==> config.mk <==
export PLATFORM = sky130hd
export DESIGN_NAME = uart_debug_master
export DESIGN_NICKNAME = d
export VERILOG_FILES = /design/src/rtl/uart_debug_master.sv
export SDC_FILE = /design/constraint.sdc
export NUM_CORES = 1
export LEC_CHECK = 0
export CORE_MARGIN = 2
export CORE_UTILIZATION = 40
export DETAILED_ROUTE_END_ITERATION = 8
export DONT_BUFFER_PORTS = 1
export PLACE_DENSITY = 0.55
export SYNTH_ARGS = -nofsm -noshare
export SYNTH_HDL_FRONTEND = slang
export SYNTH_SLANG_ARGS = --single-unit
==> constraint.sdc <==
create_clock -name clock -period 8.4 [get_ports clock]
set_input_delay 1.68 -clock clock [delete_from_list [all_inputs] [get_ports clock]]
set_output_delay 1.68 -clock clock [all_outputs]
set_load 0.05 [all_outputs]
==> src/rtl/uart_debug_master.sv <==
// uart_debug_master: UART-driven 32-bit bus initiator for program load and peek/poke.
// Define DBG_TIMEOUT_EN to abandon a partial packet after TIMEOUT_CYCLES idle cycles.
module uart_debug_master #(
    parameter int READ_LATENCY   = 1,
    parameter int TIMEOUT_CYCLES = 1000000
) (
    input  logic        clock,
    input  logic        RST,
    input  logic [7:0]  rxData,
    input  logic        rxValid,
    input  logic        txBusy,
    output logic [7:0]  txData,
    output logic        txWE,
    output logic [31:0] vaddr,
    output logic [31:0] data,
    output logic [3:0]  byteena,
    output logic        memWE,
    input  logic        memWait,
    input  logic [31:0] q,
    output logic        active
);
    typedef enum logic [2:0] {IDLE, ADDR, DATA, MEM, SEND, WAITHI, WAITLO} state_t;
    state_t      state_q, state_d;
    logic [1:0]  idx_q, idx_d, left_q, left_d;
    logic        is_wr_q, is_wr_d;
    logic [31:0] addr_q, addr_d, wdata_q, wdata_d, buf_q, buf_d;
    logic [31:0] addr_ins, wdata_ins;
    logic [15:0] lat_q, lat_d;
    logic [7:0]  tx_data_q, tx_data_d;
    logic        tx_we_q, tx_we_d, mem_we_q, mem_we_d, active_q, active_d;
    logic [31:0] vaddr_q, vaddr_d, data_q, data_d;
    logic [3:0]  byteena_q, byteena_d;
`ifdef DBG_TIMEOUT_EN
    logic [31:0] tmo_q, tmo_d;
`endif

    assign txData  = tx_data_q;
    assign txWE    = tx_we_q;
    assign vaddr   = vaddr_q;
    assign data    = data_q;
    assign byteena = byteena_q;
    assign memWE   = mem_we_q;
    assign active  = active_q;

    always_comb begin
        state_d   = state_q;
        idx_d     = idx_q;
        left_d    = left_q;
        is_wr_d   = is_wr_q;
        addr_d    = addr_q;
        wdata_d   = wdata_q;
        buf_d     = buf_q;
        lat_d     = lat_q;
        tx_data_d = tx_data_q;
        tx_we_d   = 1'b0;
        mem_we_d  = mem_we_q;
        active_d  = active_q;
        vaddr_d   = vaddr_q;
        data_d    = data_q;
        byteena_d = byteena_q;
        addr_ins  = addr_q;
        addr_ins[{idx_q, 3'b000} +: 8] = rxData;
        wdata_ins = wdata_q;
        wdata_ins[{idx_q, 3'b000} +: 8] = rxData;
        case (state_q)
            IDLE: if (rxValid) begin
                active_d = 1'b1;
                idx_d    = 2'd0;
                is_wr_d  = rxData == 8'h57;
                if (rxData == 8'h57 || rxData == 8'h52) begin
                    state_d = ADDR;
                end else begin
                    buf_d   = 32'h3F;
                    left_d  = 2'd0;
                    state_d = SEND;
                end
            end
            ADDR: if (rxValid) begin
                addr_d = addr_ins;
                idx_d  = idx_q + 2'd1;
                if (idx_q == 2'd3) begin
                    if (is_wr_q) begin
                        state_d = DATA;
                    end else begin
                        state_d   = MEM;
                        vaddr_d   = addr_ins;
                        byteena_d = 4'hF;
                        lat_d     = 16'd0;
                    end
                end
            end
            DATA: if (rxValid) begin
                wdata_d = wdata_ins;
                idx_d   = idx_q + 2'd1;
                if (idx_q == 2'd3) begin
                    state_d   = MEM;
                    vaddr_d   = addr_q;
                    data_d    = wdata_ins;
                    byteena_d = 4'hF;
                    mem_we_d  = 1'b1;
                end
            end
            MEM: begin
                if (is_wr_q) begin
                    if (!memWait) begin
                        mem_we_d  = 1'b0;
                        byteena_d = 4'h0;
                        buf_d     = 32'h4B;
                        left_d    = 2'd0;
                        state_d   = SEND;
                    end
                end else if (lat_q != 16'(READ_LATENCY)) begin
                    lat_d = lat_q + 16'd1;
                end else if (!memWait) begin
                    byteena_d = 4'h0;
                    buf_d     = q;
                    left_d    = 2'd3;
                    state_d   = SEND;
                end
            end
            SEND: if (!txBusy) begin
                tx_data_d = buf_q[7:0];
                tx_we_d   = 1'b1;
                state_d   = WAITHI;
            end
            WAITHI: if (txBusy) state_d = WAITLO;
            WAITLO: if (!txBusy) begin
                if (left_q == 2'd0) begin
                    state_d  = IDLE;
                    active_d = 1'b0;
                end else begin
                    buf_d   = buf_q >> 8;
                    left_d  = left_q - 2'd1;
                    state_d = SEND;
                end
            end
            default: state_d = IDLE;
        endcase
`ifdef DBG_TIMEOUT_EN
        // Counter only runs while a packet is half-received; any accepted byte restarts it.
        tmo_d = 32'd0;
        if ((state_q == ADDR || state_q == DATA) && !rxValid) begin
            if (tmo_q == 32'(TIMEOUT_CYCLES - 1)) begin
                buf_d   = 32'h3F;
                left_d  = 2'd0;
                idx_d   = 2'd0;
                state_d = SEND;
            end else begin
                tmo_d = tmo_q + 32'd1;
            end
        end
`endif
    end

    always_ff @(posedge clock or posedge RST) begin
        if (RST) begin
            state_q   <= IDLE;
            idx_q     <= 2'd0;
            left_q    <= 2'd0;
            is_wr_q   <= 1'b0;
            addr_q    <= 32'd0;
            wdata_q   <= 32'd0;
            buf_q     <= 32'd0;
            lat_q     <= 16'd0;
            tx_data_q <= 8'd0;
            tx_we_q   <= 1'b0;
            mem_we_q  <= 1'b0;
            active_q  <= 1'b0;
            vaddr_q   <= 32'd0;
            data_q    <= 32'd0;
            byteena_q <= 4'h0;
`ifdef DBG_TIMEOUT_EN
            tmo_q     <= 32'd0;
`endif
        end else begin
            state_q   <= state_d;
            idx_q     <= idx_d;
            left_q    <= left_d;
            is_wr_q   <= is_wr_d;
            addr_q    <= addr_d;
            wdata_q   <= wdata_d;
            buf_q     <= buf_d;
            lat_q     <= lat_d;
            tx_data_q <= tx_data_d;
            tx_we_q   <= tx_we_d;
            mem_we_q  <= mem_we_d;
            active_q  <= active_d;
            vaddr_q   <= vaddr_d;
            data_q    <= data_d;
            byteena_q <= byteena_d;
`ifdef DBG_TIMEOUT_EN
            tmo_q     <= tmo_d;
`endif
        end
    end
endmodule
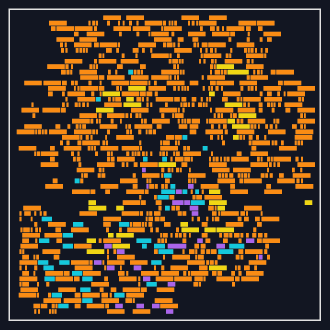
**Above:** cells by drive strength.
Scale: 2 px per um.
- purple: drive 2 (cells 24; share 2.7%)
- cyan: drive 3 to 4 (cells 40; share 4.4%)
- orange: drive 1 or less (cells 807; share 89%)
- yellow: drive 6 and up (cells 31; share 3.4%)

==> results.py <==
# Metrics from the implementation run
metrics = {
    "drt": {
        "vias": 6516,
        "wl_met2_mm": 9.87,
        "drt-total-wl_mm": 22.2,
        "drt-met1-wl_mm": 10.7,
        "dr.pass1.iters": 5,
        "dr.first_iter.drc_count": 487,
        "top_layer_used": "met4",
        "drcViolationCount": 0,
    },
    "grt": {
        "use_met2_pct": 28.5,
        "overflow": 0,
        "antenna_found_initial": 0,
        "grtUsageMet1_pct": 28.2,
        "grt_pass1_vias": 6524,
    },
    "clock_tree": {
        "cts_tree": "built",
        "cts_root_buf": "clkbuf_16",
        "cts.clk_slew.worst_paths_ps": 80,
        "cts_setup_buffers": 0,
        "postCtsResizedCells": 0,
        "clock_path_buffers": 2,
        "numCtsBuffers": 17,
    },
    "critical_path": {
        "crit_type": "input port to flip-flop",
        "crit_arrival_ps": 3560,
        "crit_cells": 6,
        "startpoint_type": "input port",
        "critPathBufInv": 1,
        "critPathMaxFanout": 34,
        "reg2regPathDepth": 7,
        "critical_path.cell_chain": "and4bb_1, nand3b_1, or4_4, o21ai_4, buf_4, mux2_2",
        "crit_path_start": "rxData[3]",
        "cpMaxStageDelayCell": "buf_4",
    },
    "placement": {
        "gp_congestion": 0.829,
        "dp_cells": 1155,
    },
    "cells_and_area": {
        "utilization_pct": 44.0,
        "buffer_area_share_pct": 0.682,
        "area_delta_synth_final_pct": 8.93,
        "n_clock_buffer": 18,
        "sh_seq_area_pct": 49.5,
        "register_area_um2": 4910,
        "comb-cell-share_pct": 39.0,
        "logic_gates": 640,
        "buffers": 9,
        "design_area_um2": 9910,
        "fin_cells": 1187,
    },
    "sta": {
        "setup_viol": 0,
        "fmax_mhz": 309,
        "finalClockPeriodUsage_pct": 38.5,
        "setup_tns_ps": 0,
        "hold_viol": 0,
        "tightestPinTransition_ps": 1180,
    },
    "pwr": {
        "p_seq_uw": 2060,
        "p_leak_uw": 0.00456,
        "p_seq_share_pct": 51.7,
        "p_sw_uw": 1870,
        "comb_power_share_pct": 26.8,
        "p_per_area_nw_per_um2": 403,
        "pg_comb_uw": 1070,
        "total_power_uw": 3990,
        "top_power_group": "sequential cells",
        "clockPowerShare_pct": 21.5,
        "p_sw_share_pct": 46.8,
        "ir_drop_mv": 0.143,
    },
    "synthesis": {
        "yosysTopAreaCellShare_pct": 53.9,
        "most_common_cell": "dfrtp_1",
        "yosysTopAreaCell": "dfrtp_1",
        "netlist_area_um2": 9100,
        "edf_count": 0,
        "yosys.area_share.aoi_pct": 18.6,
        "avgSynthCellArea_um2": 10.0,
        "ys_sh_xor_pct": 0.481,
        "synthSimpleGateAreaFrac_pct": 16.2,
        "yosys-stat-cells": 910,
    },
    "floorplan": {
        "core_um2": 22500,
        "die-area_um2": 24000,
        "fp_util_pct": 40.4,
    },
    "job": {
        "drv_cap": 0,
        "warning_count": 32,
    },
    "hold_path": {
        "hold_path.class": "flip-flop to flip-flop",
        "whs_path_depth": 2,
    },
    "status": {
        "status": "complete, no violations",
    },
}
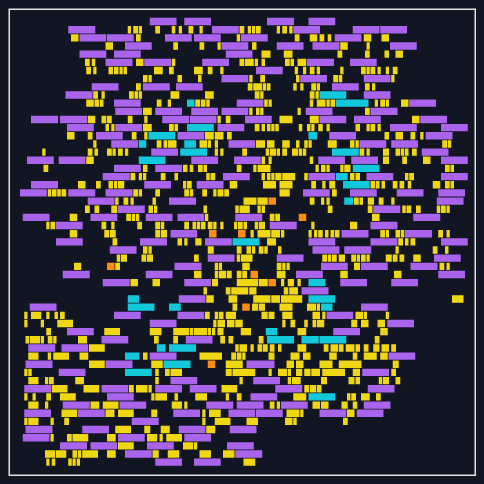
**Above:** cell classes on the final placement.
Scale: 3 px per um.
- purple: flip-flops (cells 196; share of their area 51%)
- orange: other buffers and delay cells (cells 9; share of their area 0.71%)
- cyan: clock drivers and dummy loads (cells 32; share of their area 6.4%)
- yellow: all other logic (cells 665; share of their area 42%)

Power figures rest on the tool's default switching activity, not on a simulated workload.
